$ cat config.mk
export PLATFORM = sky130hd
export DESIGN_NAME = axi_master_wr
export DESIGN_NICKNAME = d
export VERILOG_FILES = /design/src/rtl/axi_pkg.sv /design/src/rtl/axi_master_wr.sv
export SDC_FILE = /design/constraint.sdc
export NUM_CORES = 1
export LEC_CHECK = 0
export CAP_MARGIN = 20
export CELL_PAD_IN_SITES_DETAIL_PLACEMENT = 0
export CELL_PAD_IN_SITES_GLOBAL_PLACEMENT = 2
export CORE_MARGIN = 1
export CORE_UTILIZATION = 19
export DETAILED_ROUTE_END_ITERATION = 6
export HOLD_SLACK_MARGIN = 0.08
export PLACE_DENSITY_LB_ADDON = 0.05
export SLEW_MARGIN = 20
export SYNTH_ARGS = -nofsm -noshare
export SYNTH_HDL_FRONTEND = slang
export SYNTH_SLANG_ARGS = --single-unit
$ cat constraint.sdc
create_clock -name clk -period 2 [get_ports clk]
set_input_delay 0.6 -clock clk [delete_from_list [all_inputs] [get_ports clk]]
set_output_delay 0.6 -clock clk [all_outputs]
set_load 0.05 [all_outputs]
$ cat src/rtl/axi_pkg.sv
// Shared AXI4 definitions: burst/response encodings, size helper and
// the write-channel FSM state type used by the AXI masters.
package axi_pkg;

    localparam logic [1:0] BURST_INCR  = 2'b01;

    localparam logic [1:0] RESP_OKAY   = 2'b00;
    localparam logic [1:0] RESP_EXOKAY = 2'b01;
    localparam logic [1:0] RESP_SLVERR = 2'b10;
    localparam logic [1:0] RESP_DECERR = 2'b11;

    typedef enum logic [1:0] {
        WR_IDLE,
        WR_AW,
        WR_W,
        WR_B
    } wr_state_t;

    // AxSIZE encoding for a beat of the given number of bytes.
    function automatic logic [2:0] axi_size(input int bytes);
        return 3'($clog2(bytes));
    endfunction

endpackage

$ cat src/rtl/axi_master_wr.sv
// AXI4 write master: turns one wr_start request into one INCR burst on
// AW/W/B and pops the first-word-fall-through write FIFO on every W beat.
//
// Ports:
//   clk, rst         clock, asynchronous active-high reset
//   wr_start/addr/len request from the controller (sampled in IDLE)
//   wr_data          write-FIFO dout, passed straight to m_axi_wdata
//   wr_ready         high only in IDLE
//   writing          W handshake, used as FIFO rd_en
//   wr_done          one-cycle pulse after the B handshake
//   wr_err           sticky BRESP error flag
//   m_axi_aw*/w*/b*  AXI4 write address, data and response channels
//
// Build option: define AXI_WR_BRESP_CHK_EN to latch a non-OKAY BRESP into
// wr_err; otherwise wr_err is tied low and bresp is ignored.
module axi_master_wr
    import axi_pkg::*;
#(
    parameter int AXI_ADDR_WIDTH = 30,
    parameter int AXI_DATA_WIDTH = 64
) (
    input  logic                        clk,
    input  logic                        rst,
    input  logic                        wr_start,
    input  logic [AXI_ADDR_WIDTH-1:0]   wr_addr,
    input  logic [7:0]                  wr_len,
    input  logic [AXI_DATA_WIDTH-1:0]   wr_data,
    output logic                        wr_ready,
    output logic                        writing,
    output logic                        wr_done,
    output logic                        wr_err,
    output logic [AXI_ADDR_WIDTH-1:0]   m_axi_awaddr,
    output logic [7:0]                  m_axi_awlen,
    output logic [2:0]                  m_axi_awsize,
    output logic [1:0]                  m_axi_awburst,
    output logic                        m_axi_awvalid,
    input  logic                        m_axi_awready,
    output logic [AXI_DATA_WIDTH-1:0]   m_axi_wdata,
    output logic [AXI_DATA_WIDTH/8-1:0] m_axi_wstrb,
    output logic                        m_axi_wlast,
    output logic                        m_axi_wvalid,
    input  logic                        m_axi_wready,
    input  logic [1:0]                  m_axi_bresp,
    input  logic                        m_axi_bvalid,
    output logic                        m_axi_bready
);

    localparam logic [2:0] BEAT_SIZE = axi_size(AXI_DATA_WIDTH / 8);

    wr_state_t                 state;
    logic                      ready_q;
    logic                      awvalid_q;
    logic                      wvalid_q;
    logic                      wlast_q;
    logic                      bready_q;
    logic                      done_q;
    logic [AXI_ADDR_WIDTH-1:0] addr_q;
    logic [7:0]                len_q;
    logic [7:0]                cnt_q;
    logic [7:0]                cnt_nxt;

    assign cnt_nxt = 8'(cnt_q + 8'd1);

    always_ff @(posedge clk or posedge rst) begin
        if (rst) begin
            state     <= WR_IDLE;
            ready_q   <= 1'b1;
            awvalid_q <= 1'b0;
            wvalid_q  <= 1'b0;
            wlast_q   <= 1'b0;
            bready_q  <= 1'b0;
            done_q    <= 1'b0;
            addr_q    <= '0;
            len_q     <= '0;
            cnt_q     <= '0;
        end else begin
            done_q <= 1'b0;
            unique case (state)
                WR_IDLE: begin
                    if (wr_start) begin
                        addr_q    <= wr_addr;
                        len_q     <= wr_len;
                        awvalid_q <= 1'b1;
                        ready_q   <= 1'b0;
                        state     <= WR_AW;
                    end
                end
                WR_AW: begin
                    if (m_axi_awready) begin
                        awvalid_q <= 1'b0;
                        wvalid_q  <= 1'b1;
                        wlast_q   <= (len_q == 8'd0);
                        cnt_q     <= '0;
                        state     <= WR_W;
                    end
                end
                WR_W: begin
                    if (m_axi_wready) begin
                        if (wlast_q) begin
                            wvalid_q <= 1'b0;
                            wlast_q  <= 1'b0;
                            bready_q <= 1'b1;
                            state    <= WR_B;
                        end else begin
                            // wlast is registered one beat ahead
                            cnt_q   <= cnt_nxt;
                            wlast_q <= (cnt_nxt == len_q);
                        end
                    end
                end
                WR_B: begin
                    if (m_axi_bvalid) begin
                        bready_q <= 1'b0;
                        done_q   <= 1'b1;
                        ready_q  <= 1'b1;
                        state    <= WR_IDLE;
                    end
                end
                default: state <= WR_IDLE;
            endcase
        end
    end

`ifdef AXI_WR_BRESP_CHK_EN
    logic err_q;

    always_ff @(posedge clk or posedge rst) begin
        if (rst) begin
            err_q <= 1'b0;
        end else if (bready_q && m_axi_bvalid
                     && (m_axi_bresp != RESP_OKAY)) begin
            err_q <= 1'b1;
        end
    end

    assign wr_err = err_q;
`else
    logic unused_bresp;

    assign unused_bresp = ^m_axi_bresp;
    assign wr_err       = 1'b0;
`endif

    assign wr_ready      = ready_q;
    assign writing       = wvalid_q & m_axi_wready;
    assign wr_done       = done_q;
    assign m_axi_awaddr  = addr_q;
    assign m_axi_awlen   = len_q;
    assign m_axi_awsize  = BEAT_SIZE;
    assign m_axi_awburst = BURST_INCR;
    assign m_axi_awvalid = awvalid_q;
    assign m_axi_wdata   = wr_data;
    assign m_axi_wstrb   = '1;
    assign m_axi_wlast   = wlast_q;
    assign m_axi_wvalid  = wvalid_q;
    assign m_axi_bready  = bready_q;

endmodule

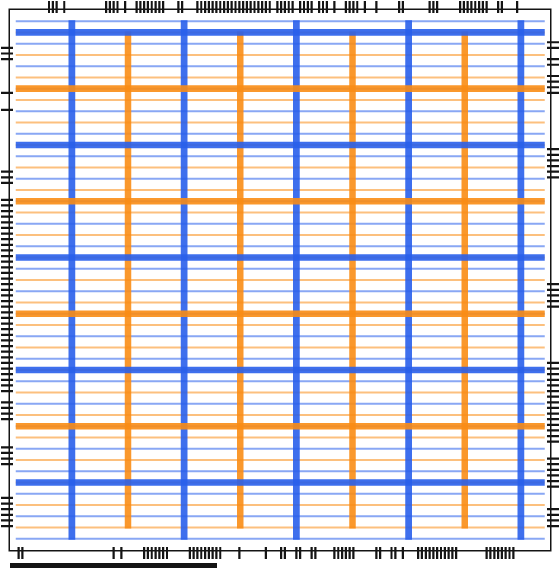
run_1/floorplan.png
Bar = 50 um. Pins as bars on the die edge.
net	colour
VSS	blue
VDD	orange
met5 straps	9
rows	46
signal pins	233

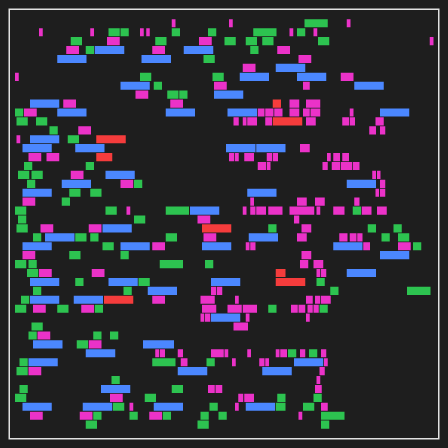
run_1/class_map.png
class	colour	cells
registers	blue	54
remaining logic cells	magenta	163
clock drivers and dummy loads	red	8
remaining buffers and delay cells	green	104

==> impl_metrics.csv, run 1 <==
group,metric,value,unit
pwr,powerClk,0.973,mW
place,io_buffers,88,
die,num_rows,46,
pwr,p_int,3.610,mW
pwr,p_per_area,1785,mW/mm^2
cells_and_area,buffers_excl_clock,104,
final_timing,fin_crit_sh,0.9201,
pwr,leakage,1.696,nW
worst_setup_path,cp-end-kind,"output pin",
logic_synthesis,ys.flops,54,
cells_and_area,final_common_cell,"buf_4",
clock_tree,cts_buffers,5,
grt,grt_use_met1,0.1180,
logic_synthesis,yosysChipArea,0.003139,mm^2
place,place_inst,537,
grt,met2_usage,0.1432,
die,fp.dieH,130.5,um
final_timing,skew,0.006546,ns
place,routabilityCongestion,0.6716,
worst_setup_path,reg2reg_slack,0.26,ns
pwr,finalPower,7.050,mW
worst_setup_path,worstRegToRegCells,7,
cells_and_area,comb.multi_input.count,156,
routing,wl_met2,3419,um
logic_synthesis,edf_count,0,
die,well_tap_count,216,
cells_and_area,sh_seq_area,0.3424,
worst_setup_path,crit_start,"m_axi_wready",
hold_path,hold_start,"m_axi_awaddr[29]",
grt,grt.total_usage,0.09795,
die,chip_area,0.01704,mm^2
clock_tree,post-cts-setup-buffers,0,
worst_setup_path,slowest_delay,0.29,ns
final_timing,hold_viol_final,0,
cells_and_area,flops,54,
logic_synthesis,mux_share,0.1363,
hold_path,min_path_type,"reg2reg",
logic_synthesis,netlist_logic_family_top,"buffers and inverters",
clock_tree,clkSlewWorstSetupHoldPaths,0.08,ns
worst_setup_path,critPathCapture,"writing",
clock_tree,cts_num_sinks,54,
worst_setup_path,reg2reg_from,"state[1]",
cells_and_area,fin_area,0.003950,mm^2
cells_and_area,finish.utilization,0.2469,
place,place_hpwl,5657,um
routing,num_vias,2040,
logic_synthesis,synthCells,292,
cells_and_area,drive_gt1_frac,0.3465,
cells_and_area,area_growth_syn_to_layout,25.83,%
worst_setup_path,cp_num_cells,3,
worst_setup_path,r2r_end,"m_axi_wlast",
worst_setup_path,startpoint_type,"input port",
clock_tree,htree_num_levels,2,
run_status,status,"complete, no violations",
worst_setup_path,criticalPathCategory,"in2out",
worst_setup_path,cp_data_required_time,1.40,ns
routing,top_layer_used,"met4",
pwr,seqPwrFrac,0.281,
grt,grt_pass1_vias,2192,
clock_tree,cts_tree,"done",
cells_and_area,final-nonclk-buf-share,0.2468,
clock_tree,cts_resized,1,
pwr,peakVddDrop,0.8737,mV
pwr,pg_seq,1.98,mW
cells_and_area,inverters_excl_clock,7,
grt,grt-busiest-layer,"met2",
grt,grt_max_degree,55,
routing,antenna_left,0,
pwr,powerComb,4.10,mW
cells_and_area,nets,444,
routing,drt-total-wl,7850,um
cells_and_area,clkbuf_count,6,
die,pin_count,233,
place,place_ws,-0.1161,ns
worst_setup_path,cp_max_fo,5,
routing,drt_iter0_drc,53,
logic_synthesis,top_cell_area_share,0.4225,
logic_synthesis,yosysTopAreaCell,"dfrtp_1",
flow_run,warnings,32,
final_timing,setup_tns,0,ns
routing,first_pass_iters,4,
clock_tree,clock_latency,0.31,ns
logic_synthesis,synth_dominant_cell_count,"buf_4",
routing,wl_per_cell,14.40,um
final_timing,drv_slew,0,
hold_path,hold_path_end,"m_axi_awaddr[29]",
logic_synthesis,synth.avg_cell_area,10.75,um^2
cells_and_area,largest_reg_flops,30,
routing,met1_length,3366,um
grt,grt_overflow,0,
pwr,p_comb_frac,0.581,
clock_tree,cts.hold.buffers_added,0,
logic_synthesis,synthArstFlopShare,1.000,
final_timing,min_period,1.840,ns
worst_setup_path,arrival,1.24,ns
logic_synthesis,yosys_warnings,0,
pwr,clockPowerShare,0.138,
routing,vias_per_cell,3.743,
final_timing,setup_viol_count_final,0,
worst_setup_path,cp_cell_sequence,"dlygate4sd2_1 > and2_1 > buf_12",
final_timing,setup_ws,0.1598,ns
place,placed_area,0.003796,mm^2
routing,met3WireLength,972,um
die,coreArea,0.01600,mm^2
cells_and_area,dominant_cells,"registers",
pwr,power_switching,3.441,mW
clock_tree,clk_path_buf_depth,2,
worst_setup_path,crit_slowest_cell,"dlygate4sd2_1",
routing,drc_errors,0,
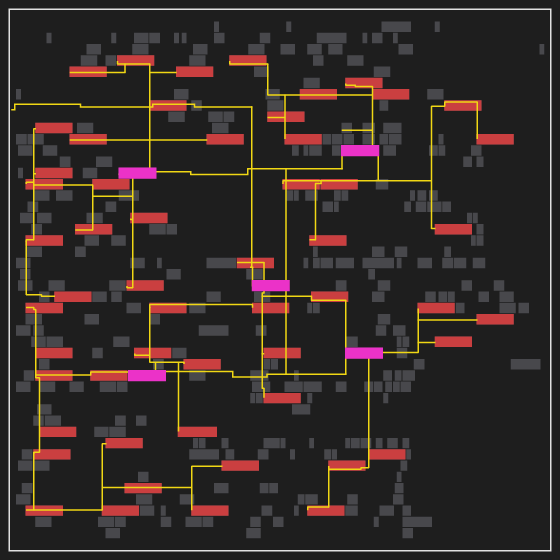
run_1/clock_wires.png
[clock wires] yellow | length: 1090 um
[flip-flops] red | count: 54
[clock-net drivers] magenta | count: 5
routed clock nets	6
flops lie	spread over the die

==> run 1 -> run 2 <==
--- a/config.mk
+++ b/config.mk
@@ -10,9 +10,11 @@
 export CELL_PAD_IN_SITES_GLOBAL_PLACEMENT = 2
 export CORE_MARGIN = 1
 export CORE_UTILIZATION = 19
+export CTS_BUF_LIST = sky130_fd_sc_hd__clkbuf_2 sky130_fd_sc_hd__clkbuf_4 sky130_fd_sc_hd__clkbuf_8
 export DETAILED_ROUTE_END_ITERATION = 6
 export HOLD_SLACK_MARGIN = 0.08
 export PLACE_DENSITY_LB_ADDON = 0.05
+export SKIP_LAST_GASP = 1
 export SLEW_MARGIN = 20
 export SYNTH_ARGS = -nofsm -noshare
 export SYNTH_HDL_FRONTEND = slang
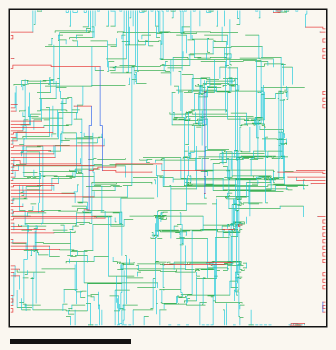
run_2/layers.png
Bar = 50 um.
layer	colour	wire length
M4	blue	134 um
M3	red	866 um
M1	green	3360 um
M2	cyan	3460 um

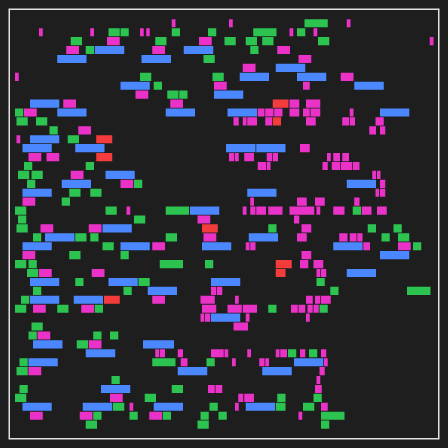
run_2/class_map.png
class	colour	cells
registers	blue	54
clock drivers and dummy loads	red	8
remaining logic cells	magenta	163
remaining buffers and delay cells	green	104

==> run 2 against run 1 <==
  * Clock skew rose by 0.00064 ns
  * Sequential share of layout area rose by 0.50 points
  * Synthesized cell count did not move
  * Wire length fell by 0.37%
  * Power fell by 3.7%
  * Worst setup slack got worse by 0.0034 ns
  * Global-route usage barely moved
  * Via count rose by 0.69%
  * Sequential power barely moved
  * Core utilization fell by 0.35 points
  * Critical path type unchanged
  * Highest routed layer unchanged
==> impl_metrics.csv, run 2 <==
group,metric,value,unit
place,place_hpwl,5657,um
grt,met2_usage,0.1422,
cells_and_area,final_common_cell,"buf_4",
worst_setup_path,critPathBufInv,2,
clock_tree,clkSlewWorstSetupHoldPaths,0.11,ns
routing,met1_length,3363,um
hold_path,hold_path_end,"m_axi_awaddr[29]",
worst_setup_path,criticalPathCategory,"in2out",
cells_and_area,comb.multi_input.count,156,
routing,wl_met2,3458,um
pwr,powerClk,0.720,mW
die,chip_area,0.01704,mm^2
die,die_x,130.5,um
grt,antenna_found_initial,0,
cells_and_area,inverters_excl_clock,7,
logic_synthesis,yosys-top-cells-count,"78 x buf_4, 53 x dfrtp_1, 38 x mux2_2",
worst_setup_path,crit_slowest_cell,"dlygate4sd2_1",
hold_path,hold_start,"m_axi_awaddr[29]",
logic_synthesis,netlist_logic_family_top,"buffers and inverters",
cells_and_area,finish.utilization,0.2434,
cells_and_area,fin_area,0.003894,mm^2
run_status,status,"complete, no violations",
final_timing,setup_viol_count_final,0,
logic_synthesis,synthArstFlopShare,1.000,
cells_and_area,clkbuf_count,6,
worst_setup_path,crit_start,"m_axi_wready",
cells_and_area,drive_gt1_frac,0.3465,
worst_setup_path,cp_data_required_time,1.40,ns
place,place_ws,-0.1161,ns
worst_setup_path,startpoint_type,"input port",
clock_tree,clock_latency,0.34,ns
logic_synthesis,yosys_warnings,0,
cells_and_area,fillers,1778,
clock_tree,cts_num_sinks,54,
cells_and_area,largest_reg_flops,30,
final_timing,setup_ws,0.1563,ns
cells_and_area,area_growth_syn_to_layout,24.03,%
routing,drt_iter0_drc,38,
routing,vias_per_cell,3.769,
logic_synthesis,flop_cell,"dfrtp_1",
pwr,power_switching,3.404,mW
logic_synthesis,mux_share,0.1363,
grt,grt_overflow,0,
logic_synthesis,ys_types,43,
place,routabilityCongestion,0.6716,
clock_tree,cts_resized,1,
logic_synthesis,synth_dominant_cell_count,"buf_4",
final_timing,drv_slew,0,
clock_tree,post-cts-setup-buffers,0,
worst_setup_path,cp-end-kind,"output pin",
worst_setup_path,reg2reg_from,"state[1]",
grt,met3_usage,0.05049,
pwr,p_per_area,1744,mW/mm^2
pwr,switching_share,0.5011,
pwr,powerComb,4.09,mW
cells_and_area,flops,54,
worst_setup_path,cp_cell_sequence,"dlygate4sd2_1 > and2_1 > buf_12",
final_timing,holdWs,0.5142,ns
cells_and_area,buffers_excl_clock,104,
worst_setup_path,slowest_delay,0.29,ns
place,io_buffers,88,
final_timing,hold_viol_final,0,
cells_and_area,dominant_cells,"registers",
pwr,p_comb_frac,0.603,
worst_setup_path,cp_num_cells,3,
die,num_rows,46,
pwr,finalPower,6.792,mW
pwr,clockPowerShare,0.106,
logic_synthesis,synth.avg_cell_area,10.75,um^2
place,placed_area,0.003796,mm^2
logic_synthesis,yosys-stat-cells,292,
logic_synthesis,yosysChipArea,0.003139,mm^2
cells_and_area,nets,444,
clock_tree,htree_num_levels,2,
routing,drt-total-wl,7821,um
cells_and_area,final-nonclk-buf-share,0.2503,
grt,grt_pass1_wl,12330,um
pwr,peakVddDrop,0.8460,mV
final_timing,fin_crit_sh,0.9218,
cells_and_area,sh_seq_area,0.3474,
worst_setup_path,arrival,1.24,ns
final_timing,rsz0062_at_grt,"false",
die,pin_count,233,
final_timing,setup_tns,0,ns
logic_synthesis,ys.flops,54,
logic_synthesis,netlist_area,0.003139,mm^2
cells_and_area,comb_area_frac,0.3008,
worst_setup_path,r2r_end,"m_axi_wlast",
worst_setup_path,path_delay_family,"buffers and inverters",
hold_path,whs_path_depth,1,
grt,grt-busiest-layer,"met2",
grt,grt_use_met1,0.1197,
clock_tree,cts_buffers,5,
logic_synthesis,yosysTopAreaCell,"dfrtp_1",
logic_synthesis,edf_count,0,
clock_tree,cts_tree,"done",
worst_setup_path,worstRegToRegCells,7,
die,well_tap_count,216,
routing,met3WireLength,865,um
pwr,p_int,3.388,mW
die,coreArea,0.01600,mm^2
pwr,leakage,1.670,nW
pwr,seqPwrFrac,0.291,
logic_synthesis,top_cell_area_share,0.4225,
routing,drc_errors,0,
grt,grt_max_degree,55,
routing,first_pass_iters,4,
hold_path,min_path_type,"reg2reg",
final_timing,min_period,1.844,ns
worst_setup_path,cp_max_fo,5,
clock_tree,cts.hold.buffers_added,0,
worst_setup_path,critPathCapture,"writing",
flow_run,warnings,32,
grt,grt.total_usage,0.09777,
routing,wl_per_cell,14.35,um
cells_and_area,register_area,0.001353,mm^2
clock_tree,clk_path_buf_depth,2,
routing,antenna_left,0,
logic_synthesis,synth-simple-area-share,0.09008,
routing,num_vias,2054,
final_timing,skew,0.007189,ns
routing,top_layer_used,"met4",
grt,grt_pass1_vias,2205,
die,fp.dieH,130.5,um
logic_synthesis,synthCells,292,
place,place_inst,537,
worst_setup_path,reg2reg_slack,0.25,ns
pwr,pg_seq,1.98,mW
No activity file was given, so power comes from the tool's default toggle rates.
